==> config.mk <==
export PLATFORM = sky130hd
export DESIGN_NAME = pipe_stage_hs
export DESIGN_NICKNAME = d
export VERILOG_FILES = /design/src/rtl/pipe_stage_hs.sv
export SDC_FILE = /design/constraint.sdc
export NUM_CORES = 1
export LEC_CHECK = 0
export ABC_CLOCK_PERIOD_IN_PS = 2100
export CORE_ASPECT_RATIO = 0.7
export CORE_MARGIN = 4
export CORE_UTILIZATION = 29
export CTS_CLUSTER_SIZE = 8
export DETAILED_ROUTE_END_ITERATION = 12
export PLACE_DENSITY_LB_ADDON = 0.3
export SETUP_SLACK_MARGIN = 0.05
export SLEW_MARGIN = 20
export SYNTH_ARGS = -nofsm -noshare
export SYNTH_HDL_FRONTEND = slang
export SYNTH_SLANG_ARGS = --single-unit
==> constraint.sdc <==
create_clock -name i_clk -period 2.1 [get_ports i_clk]
set_clock_uncertainty 0.1 [all_clocks]
set_input_delay 0.42 -clock i_clk [delete_from_list [all_inputs] [get_ports i_clk]]
set_output_delay 0.42 -clock i_clk [all_outputs]
set_load 0.02 [all_outputs]
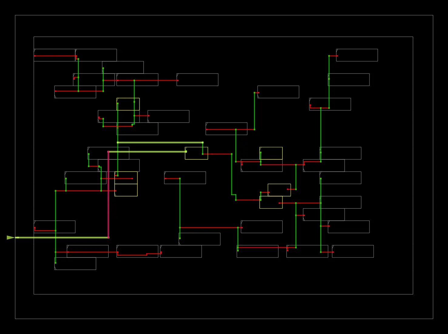
Fig. 1. Clock routing (run 1).
CTS buffer count: 5
clock-net power: 513 uW
registers: 36

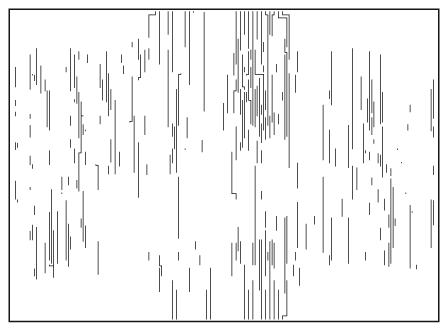
Fig. 2. Metal 2 (run 1).
The layer holds 46% of the routed length. The wires run mostly vertical. The layer carries 1,590 um of wire.
met2 Track Usage GR: 19.55%
WL final: 3.455 mm

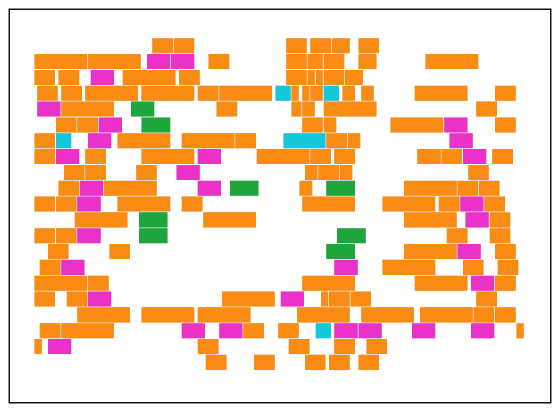
Fig. 3. Cell sizes after repair (run 1).
_0 and _1 cells: marked orange, cells 135. _6 and larger: marked green, cells 8. _2 cells: marked magenta, cells 31. _3 and _4 cells: marked cyan, cells 5.
Area Overhead vs Synth: 64.32%
nonclk buf count: 82

==> flow_metrics.tcl, run 1 <==
# yosys + openroad results
set metrics [dict create \
    fillers 416 \
    reg2reg_depth 3 \
    insertion_delay_ns 0.27 \
    rows 21 \
    synthArstFlopShare_pct 100.0 \
    tap_cells 69 \
    layout_top_cell "clkdlybuf4s50_1" \
    final_area_um2 2397 \
    min_path_type "flip-flop to flip-flop" \
    die_h_um 67.34 \
    holdWs_ns 0.4060 \
    cts_tree "done" \
    p_seq_share_pct 43.5 \
    total_power_mw 1.965 \
    final-clk-cell-share_pct 4.019 \
    hold_viol 0 \
    met1Wirelength_mm 1.447 \
    cts.root.buffer_cell "clkbuf_8" \
    power_leader "registers" \
    log.warning_count 26 \
    wl_met2_mm 1.594 \
    status "completed" \
    yosys.area_share.aoi_pct 2.230 \
    required_ns 1.58 \
    comb_power_uw 597 \
    fa_ha_area_share_pct 0 \
    yosys.stat.seqShare_pct 61.75 \
    n_all_inverters 3 \
    clockPowerShare_pct 26.1 \
    worst-endpoint-arrival_ns 1.50 \
    highest_layer "met4" \
    fin_crit_ns 2.022 \
    largest_reg_flops 32 \
    cap_violations 0 \
    edf_count 0 \
    vdd_drop_max_mv 0.4072 \
    top_cell "dfrtp_1" \
    num-clock-buffers 7 \
    rsz0062_at_grt "no" \
    ys_area_um2 1459 \
    synth.avg_cell_area_um2 15.36 \
    drv_slew 0 \
    top_area_cell "dfrtp_1" \
    clock_path_buffers 2 \
    dr.pass1.iters 4 \
    drive_above_1_share_pct 24.58 \
    rrSetupSlack_ns 0.44 \
    ios 81 \
    postCtsResizedCells 8 \
    cp_num_cells 4 \
]
Fig. 4: run 1, logic cells by family
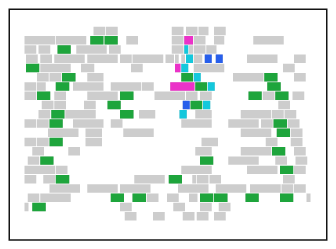

==> run 1 -> run 2 <==
Settings changed: SKIP_CTS_REPAIR_TIMING set to 1.
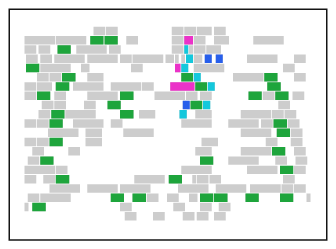
Fig. 5. Logic cells by family (run 2).
and/or cells: marked blue, cells 3, most used and2_1. nand cells: marked cyan, cells 7, most used nand2b_1. mux cells: marked green, cells 35, most used mux2_2. aoi and oai cells: marked magenta, cells 3.
Comb/total area: 20.51%
Finished Layout Cells: 248
Commonest Layout Cell: clkdlybuf4s50_1

==> run 2 against run 1 <==
Effect of this change: cell count stayed put; non-clock buffer count did not move; via count is 0.29% higher; combinational power hardly changed; register-to-register slack got worse by 0.05 ns; clock power about the same; global-route usage unchanged; synthesized area unchanged; clock-buffer cell count is the same; synthesized cell count did not move; worst setup slack lost 0.048 ns; sequential share of layout area decreased by 0.20 points; critical endpoint unchanged; largest cell class unchanged.
==> flow_metrics.tcl, run 2 <==
# yosys + openroad results
set metrics [dict create \
    ios 81 \
    dr.pass1.iters 3 \
    clockPowerShare_pct 26.1 \
    vdd_drop_max_mv 0.4072 \
    rrSetupSlack_ns 0.39 \
    edf_count 0 \
    insertion_delay_ns 0.27 \
    cts.root.buffer_cell "clkbuf_8" \
    drive_above_1_share_pct 24.02 \
    top_area_cell "dfrtp_1" \
    cts_tree "done" \
    tap_cells 69 \
    rsz0062_at_grt "yes" \
    flops 36 \
    log.warning_count 27 \
    highest_layer "met4" \
    fin_crit_ns 2.070 \
    total_power_mw 1.965 \
    p_seq_share_pct 43.5 \
    hold_viol 0 \
    cap_violations 0 \
    worst-endpoint-arrival_ns 1.55 \
    n_all_inverters 3 \
    pg_clk_uw 513 \
    rows 21 \
    final_area_um2 2410 \
    min_path_type "flip-flop to flip-flop" \
    fillers 411 \
    clock_path_buffers 2 \
    met1Wirelength_mm 1.438 \
    reg2reg_depth 3 \
    status "completed" \
    holdWs_ns 0.4060 \
    comb_power_uw 597 \
    area_growth_syn_to_layout_pct 65.18 \
    power_leader "registers" \
    die_h_um 67.34 \
    synthArstFlopShare_pct 100.0 \
    top_cell "dfrtp_1" \
    yosys.stat.seqShare_pct 61.75 \
    num-clock-buffers 7 \
    ys_area_um2 1459 \
    required_ns 1.58 \
]
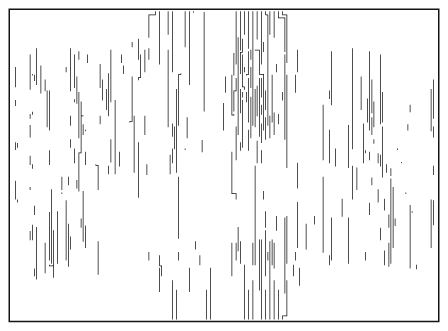
Fig. 6. Metal 2 (run 2).
The longest straight run is 24.6 um. The layer holds 46% of the routed length. 197 nets have wire on it.
WL final: 3.453 mm
vias after detailed routing: 1,023

Fig. 7: run 2, clock routing
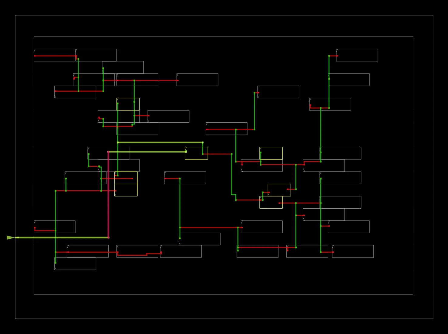

==> run 2 -> run 3 <==
Settings changed: CELL_PAD_IN_SITES_DETAIL_PLACEMENT set to 0, CELL_PAD_IN_SITES_GLOBAL_PLACEMENT set to 1.
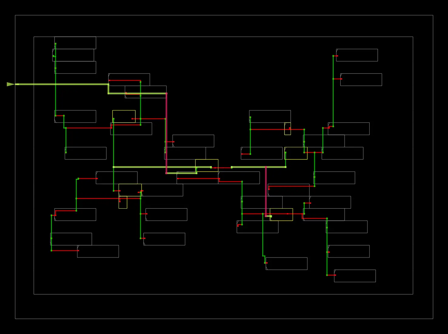
Fig. 8. Clock routing (run 3).
worst skew pair latency: 0.27 ns
Num Clock Sinks: 36

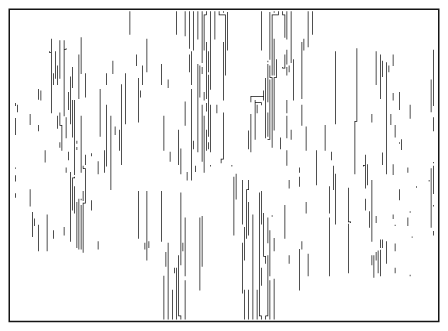
Fig. 9. Metal 2 (run 3).
201 nets have wire on it. The layer holds 46% of the routed length. The wires run mostly vertical.
met2 Track Usage GR: 20.54%
vias after detailed routing: 1,059
WL final: 3.512 mm

==> run 3 against run 2 <==
Effect of this change: utilization is 0.10 points higher; clock-buffer cell count fell by 1; first-iteration DRC count is 29% higher; combinational power is 1% higher; maximum frequency grew 4.2%; via count is 3.5% higher; clock power down 14%; critical path depth stayed put; non-clock buffer count is 2 higher; register-to-register slack better by 0.04 ns; sequential share of layout area is 0.078 points lower.
==> flow_metrics.tcl, run 3 <==
# yosys + openroad results
set metrics [dict create \
    status "completed" \
    die_h_um 67.34 \
    p_seq_share_pct 45.0 \
    n_all_inverters 3 \
    num-clock-buffers 6 \
    rsz0062_at_grt "no" \
    final_cells 250 \
    fillers 421 \
    ios 81 \
    top_area_cell "dfrtp_1" \
    final_area_um2 2415 \
    pg_clk_uw 440 \
    sh_comb_area_pct 20.47 \
    flops 36 \
    drive_above_1_share_pct 25.97 \
    yosys.stat.seqShare_pct 61.75 \
    top_cell "dfrtp_1" \
    cap_violations 0 \
    power_leader "registers" \
    comb_power_uw 605 \
    log.warning_count 26 \
    ys_area_um2 1459 \
    holdWs_ns 0.3956 \
    dr.pass1.iters 3 \
    reg2reg_depth 3 \
    clockPowerShare_pct 23.2 \
]
Power figures rest on the tool's default switching activity, not on a simulated workload.
